**config.mk**
```make
export PLATFORM = sky130hd
export DESIGN_NAME = exe_stage
export DESIGN_NICKNAME = d
export VERILOG_FILES = /design/src/rtl/exe_stage.sv
export SDC_FILE = /design/constraint.sdc
export NUM_CORES = 1
export LEC_CHECK = 0
export CORE_ASPECT_RATIO = 0.9
export CORE_UTILIZATION = 31
export CTS_CLUSTER_SIZE = 12
export DETAILED_ROUTE_END_ITERATION = 12
export GPL_TIMING_DRIVEN = 0
export MAX_ROUTING_LAYER = met4
export PLACE_DENSITY_LB_ADDON = 0.05
export SYNTH_ARGS = -nofsm -noshare
export SYNTH_HDL_FRONTEND = slang
export SYNTH_SLANG_ARGS = --single-unit
```
**constraint.sdc**
```tcl
create_clock -name clk -period 7.35 [get_ports clk]
set_clock_uncertainty 0.15 [all_clocks]
set_input_delay 1.47 -clock clk [delete_from_list [all_inputs] [get_ports clk]]
set_output_delay 1.47 -clock clk [all_outputs]
set_load 0.005 [all_outputs]
```
**src/rtl/exe_stage.sv**
```systemverilog
// exe_stage: handshaked execute stage with a registered result and NZCV flag word.
// Handles ADD, SUB, AND, OR, XOR, LSL and LSR with one-cycle latency.
// Build option EXE_STAGE_MUL_EN: when defined, opcode 7 runs a WIDTH-cycle shift-add
// multiplier. When undefined, opcode 7 returns zero with Z set and busy stays low.
module exe_stage #(
    parameter int unsigned WIDTH = 32
) (
    input  logic             clk,
    input  logic             rst,
    input  logic             in_valid,
    output logic             in_ready,
    input  logic [WIDTH-1:0] reg1_val,
    input  logic [WIDTH-1:0] reg2_val,
    input  logic [WIDTH-1:0] immediate,
    input  logic [2:0]       alu_oc,
    input  logic             ir_op,
    output logic             out_valid,
    input  logic             out_ready,
    output logic [WIDTH:0]   result,
    output logic [31:0]      wr_cpsr_val,
    output logic             busy
);

    localparam int unsigned SHW = $clog2(WIDTH);

    localparam logic [2:0] OP_ADD = 3'd0;
    localparam logic [2:0] OP_SUB = 3'd1;
    localparam logic [2:0] OP_AND = 3'd2;
    localparam logic [2:0] OP_OR  = 3'd3;
    localparam logic [2:0] OP_XOR = 3'd4;
    localparam logic [2:0] OP_LSL = 3'd5;
    localparam logic [2:0] OP_LSR = 3'd6;
    localparam logic [2:0] OP_MUL = 3'd7;

`ifdef EXE_STAGE_MUL_EN
    typedef enum logic [1:0] {
        IDLE = 2'd0,
        HOLD = 2'd1,
        MUL  = 2'd2
    } state_t;
`else
    typedef enum logic [1:0] {
        IDLE = 2'd0,
        HOLD = 2'd1
    } state_t;
`endif

    state_t           state_q;
    state_t           state_d;
    state_t           issue_state;
    logic             accept;
    logic [WIDTH-1:0] op2;
    logic [SHW-1:0]   shamt;
    logic [WIDTH:0]   lsl_full;
    logic [WIDTH:0]   lsr_full;
    logic [WIDTH:0]   alu_res;
    logic             alu_v;

    // Pack N, Z, C, V into the top nibble of the status word.
    function automatic logic [31:0] mk_flags(input logic [WIDTH:0] r, input logic v);
        mk_flags = {r[WIDTH-1], ~|r[WIDTH-1:0], r[WIDTH], v, 28'd0};
    endfunction

    assign op2      = ir_op ? reg2_val : immediate;
    assign shamt    = op2[SHW-1:0];
    // A new bundle is taken from IDLE, or from HOLD while the old result drains.
    assign in_ready = ~rst & ((state_q == IDLE) | ((state_q == HOLD) & out_ready));
    assign accept   = in_valid & in_ready;

`ifdef EXE_STAGE_MUL_EN
    assign issue_state = (alu_oc == OP_MUL) ? MUL : HOLD;
`else
    assign issue_state = HOLD;
`endif

    // Single-cycle ALU; the extra result bit carries the carry-out or the last bit shifted out.
    always_comb begin
        alu_res  = '0;
        alu_v    = 1'b0;
        lsl_full = {1'b0, reg1_val} << shamt;
        lsr_full = {reg1_val, 1'b0} >> shamt;
        case (alu_oc)
            OP_ADD: begin
                alu_res = {1'b0, reg1_val} + {1'b0, op2};
                alu_v   = (reg1_val[WIDTH-1] == op2[WIDTH-1]) &&
                          (alu_res[WIDTH-1] != reg1_val[WIDTH-1]);
            end
            OP_SUB: begin
                alu_res = {1'b0, reg1_val} + {1'b0, ~op2} + (WIDTH+1)'(1);
                alu_v   = (reg1_val[WIDTH-1] != op2[WIDTH-1]) &&
                          (alu_res[WIDTH-1] != reg1_val[WIDTH-1]);
            end
            OP_AND: alu_res = {1'b0, reg1_val & op2};
            OP_OR:  alu_res = {1'b0, reg1_val | op2};
            OP_XOR: alu_res = {1'b0, reg1_val ^ op2};
            OP_LSL: alu_res = lsl_full;
            OP_LSR: alu_res = {lsr_full[0], lsr_full[WIDTH:1]};
            // Product comes from the sequencer when enabled; otherwise the result is zero.
            OP_MUL: alu_res = '0;
        endcase
    end

`ifdef EXE_STAGE_MUL_EN
    localparam int unsigned CNTW = $clog2(WIDTH + 1);

    logic [CNTW-1:0]    mul_cnt;
    logic [2*WIDTH-1:0] mul_acc;
    logic [2*WIDTH-1:0] mul_mcand;
    logic [2*WIDTH-1:0] mul_sum;
    logic [WIDTH-1:0]   mul_mplier;
    logic [WIDTH:0]     mul_res;
    logic               mul_done;

    assign mul_sum  = mul_acc + (mul_mcand & {(2*WIDTH){mul_mplier[0]}});
    assign mul_res  = {|mul_sum[2*WIDTH-1:WIDTH], mul_sum[WIDTH-1:0]};
    assign mul_done = (mul_cnt == CNTW'(WIDTH - 1));

    // Shift-add multiplier: one partial product per cycle while in MUL.
    always_ff @(posedge clk) begin
        if (rst) begin
            mul_cnt    <= '0;
            mul_acc    <= '0;
            mul_mcand  <= '0;
            mul_mplier <= '0;
        end else if (accept && (alu_oc == OP_MUL)) begin
            mul_cnt    <= '0;
            mul_acc    <= '0;
            mul_mcand  <= {{WIDTH{1'b0}}, reg1_val};
            mul_mplier <= op2;
        end else if (state_q == MUL) begin
            mul_cnt    <= mul_cnt + CNTW'(1);
            mul_acc    <= mul_sum;
            mul_mcand  <= mul_mcand << 1;
            mul_mplier <= mul_mplier >> 1;
        end
    end
`endif

    // Next-state logic.
    always_comb begin
        state_d = state_q;
        case (state_q)
            IDLE: begin
                if (accept) state_d = issue_state;
            end
            HOLD: begin
                if (accept)         state_d = issue_state;
                else if (out_ready) state_d = IDLE;
            end
`ifdef EXE_STAGE_MUL_EN
            MUL: begin
                if (mul_done) state_d = HOLD;
            end
`endif
            default: state_d = IDLE;
        endcase
    end

    // State register and registered result/flags/status outputs.
    always_ff @(posedge clk) begin
        if (rst) begin
            state_q     <= IDLE;
            out_valid   <= 1'b0;
            result      <= '0;
            wr_cpsr_val <= '0;
        end else begin
            state_q   <= state_d;
            out_valid <= (state_d == HOLD);
            if (accept && (issue_state == HOLD)) begin
                result      <= alu_res;
                wr_cpsr_val <= mk_flags(alu_res, alu_v);
            end
`ifdef EXE_STAGE_MUL_EN
            else if ((state_q == MUL) && mul_done) begin
                result      <= mul_res;
                wr_cpsr_val <= mk_flags(mul_res, 1'b0);
            end
`endif
        end
    end

`ifdef EXE_STAGE_MUL_EN
    // Busy mirrors residency in the multiply state.
    always_ff @(posedge clk) begin
        if (rst) busy <= 1'b0;
        else     busy <= (state_d == MUL);
    end
`else
    assign busy = 1'b0;
`endif

endmodule

```
### Close-up of the layout

Window x 80 to 120, y 71 to 111 µm. Cells in grey, sequential cells in the stronger grey; small squares are vias.
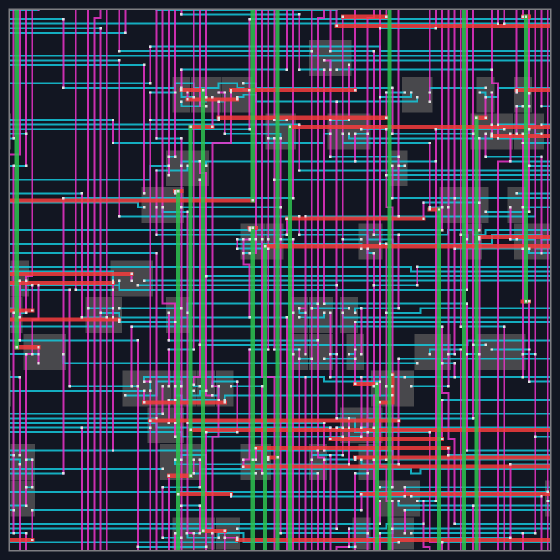
colour	layer
green	metal 4
magenta	metal 2
cyan	metal 1
red	metal 3
cells with their middle in the window	52
most frequent	nand2_1 (10), o221ai_1 (6), nor2_1 (6)
sequential cells in the window	0

### Pin map

(2 px per µm) Pins as bars across the die edge, other pins in grey.
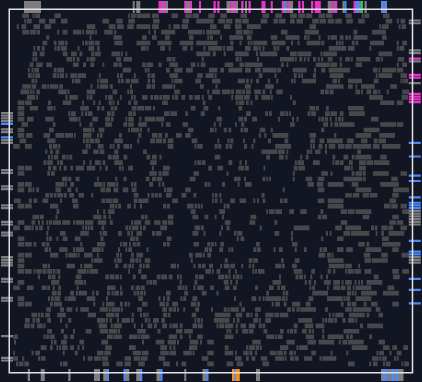
colour	port	pins	direction	edge
blue	reg1_val	32	input	14 east, 10 south, 6 north, 2 west
magenta	result	33	output	26 north, 7 east
green	out_valid	1	output	north
orange	alu_oc	3	input	south
all pins by edge	64 north, 41 south, 36 east, 31 west
Port Buffers: 140
DIE HEIGHT: 181 µm
Die W: 201 µm

### Cell outlines without signal wires

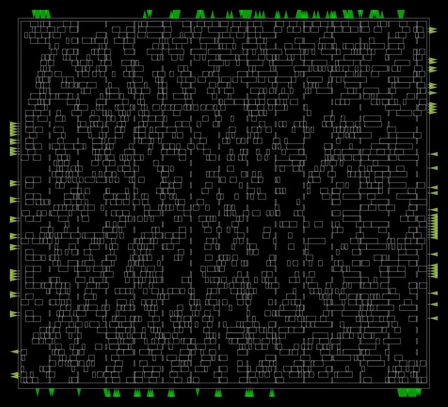
Post-Layout Cell Count: 2,133
Flops: 38
Tap Cells: 469
core region area: 35,100 µm²
sequential share of cell area: 5.68%

### Metal layers overlaid

(2 px per µm) Two of the layers only.
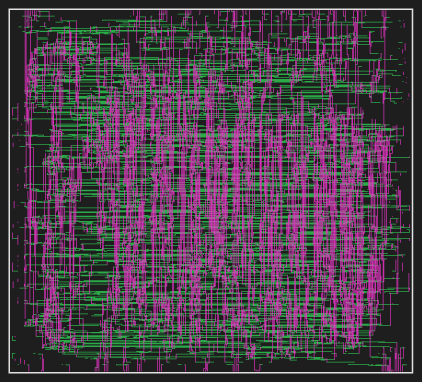
colour	layer	wire length
magenta	metal 2	25.9 mm
green	metal 1	29.1 mm
Tot GR Track Use: 34.1%
mean routed wirelength per cell: 28.9 µm
vias: 13,000

-- worst register-to-register path: stages, from the launching register on --
cell	delay, ns
dfxtp_1	0.30
nor2b_1	0.13
nor3_1	0.25
nand2_1	0.40
a311o_1	0.40
nor3_1	0.17
o211ai_1	0.20
a211oi_1	0.29
nand4_1	0.15
nor4_2	0.22
nand4_1	0.14
o31ai_2	0.23
-- cell usage after synthesis, drive strengths merged (24+ instances only) --
| library cell | n | area share (%) |
|---|---|---|
| ha | 119 | 13 |
| nor3 | 27 | 1.2 |
| nand3 | 32 | 1.5 |
| a211oi | 47 | 3.2 |
| clkbuf | 66 | 2.2 |
| dfxtp | 38 | 6.9 |
| nand2 | 139 | 4.7 |
| a31oi | 24 | 1.4 |
| xnor2 | 34 | 2.7 |
| inv | 101 | 3.5 |
| a21oi | 128 | 5.8 |
| nor2 | 134 | 4.6 |
| o22ai | 26 | 1.5 |
| o211ai | 24 | 1.6 |
| o21ai | 60 | 2.7 |
| mux4 | 49 | 10 |
| buf | 63 | 3.6 |
| mux2i | 99 | 9.2 |
-- metal layers --
metal / track usage [%] / routed length (µm) / part of all wire [%] / vias up
met4: 6.87 / 1460 / 2.4 / 0
met3: 3.75 / 5170 / 8.4 / 86
met1: 50.3 / 29100 / 47 / 6407
met5: - / 0 / 0 / -
li1: - / - / - / 5842
met2: 49.5 / 25900 / 42 / 703
-- flip-flops by register name, indices dropped and copies added, names as in the netlist --
signal,count
state_q,2
result,32
wr_cpsr_val,3
out_valid,1
-- final timing paths --
kind	startpoint	end	slack, ns
worst max-delay path	immediate[2]	wr_cpsr_val[30]	0.26
worst min-delay path	wr_cpsr_val[28]	wr_cpsr_val[28]	0.31
worst max register to register	state_q[0]	wr_cpsr_val[30]	4.23
worst min register to register	wr_cpsr_val[28]	wr_cpsr_val[28]	0.31
==> ci_impl_report.md <==
### Yosys + OpenROAD results

| Metric | Value |
|---|---|
| Max power group | combinational cells |
| Floorplan utilization | 31.5% |
| Ys flops | 38 |
| Failing checks | max-capacitance violations |
| Post-synthesis xor/xnor area fraction | 3.25% |
| Clock Latency Late Sink | 0.29 ns |
| Area after DPL | 13,100 µm² |
| WHS | 0.311 ns |
| Gate power share | 71.2% |
| Cell Rows | 65 |
| Worst hold path class | reg -> reg |
| Cts repair resizes | 11 |
| # nets final | 1,888 |
| CP max stage delay | 0.70 ns |
| Register area | 761 µm² |
| Worst setup margin | 0.262 ns |
| Syn Std Cell Area | 11,000 µm² |
| CP Data Arrival Time | 7.14 ns |
| Kind of critical path | in -> reg |
| Post-Syn Instances | 1,489 |
| H-tree depth | 2 |
| Status | complete, but fails checks |
| Clock Buffer Count | 5 |
| Clk slew on worst S/H paths | 0.06 ns |
| RSZ-0062 raised after global routing | no |
| Main flop type | dfxtp_1 |
| Fillers | 3,777 |
| Leakage power | 5.45 nW |
| Leading cell kind | logic gates |
| Final Cell Area | 13,400 µm² |
| Worst-margin pin slew | 1.48 ns |
| Max Cap Viol | 1 |
| Period minus WS final | 7.09 ns |
| Worst relative slew slack | 0.231% |
| Post-synthesis async set-or-reset flop share | 0% |
| Most frequent CP cell | o21ai_0 |
| F_max | 141 MHz |
| Initial antenna violation count | 2 |
| Crit path max-delay cell type | or4b_1 |
| Logic inverters | 102 |
| Dpl cells | 2,127 |
| # setup viols final | 0 |
| Cts hold-fix bufs | 0 |
| Sequential share of power | 12.6% |
Power and IR drop assume default switching activity.
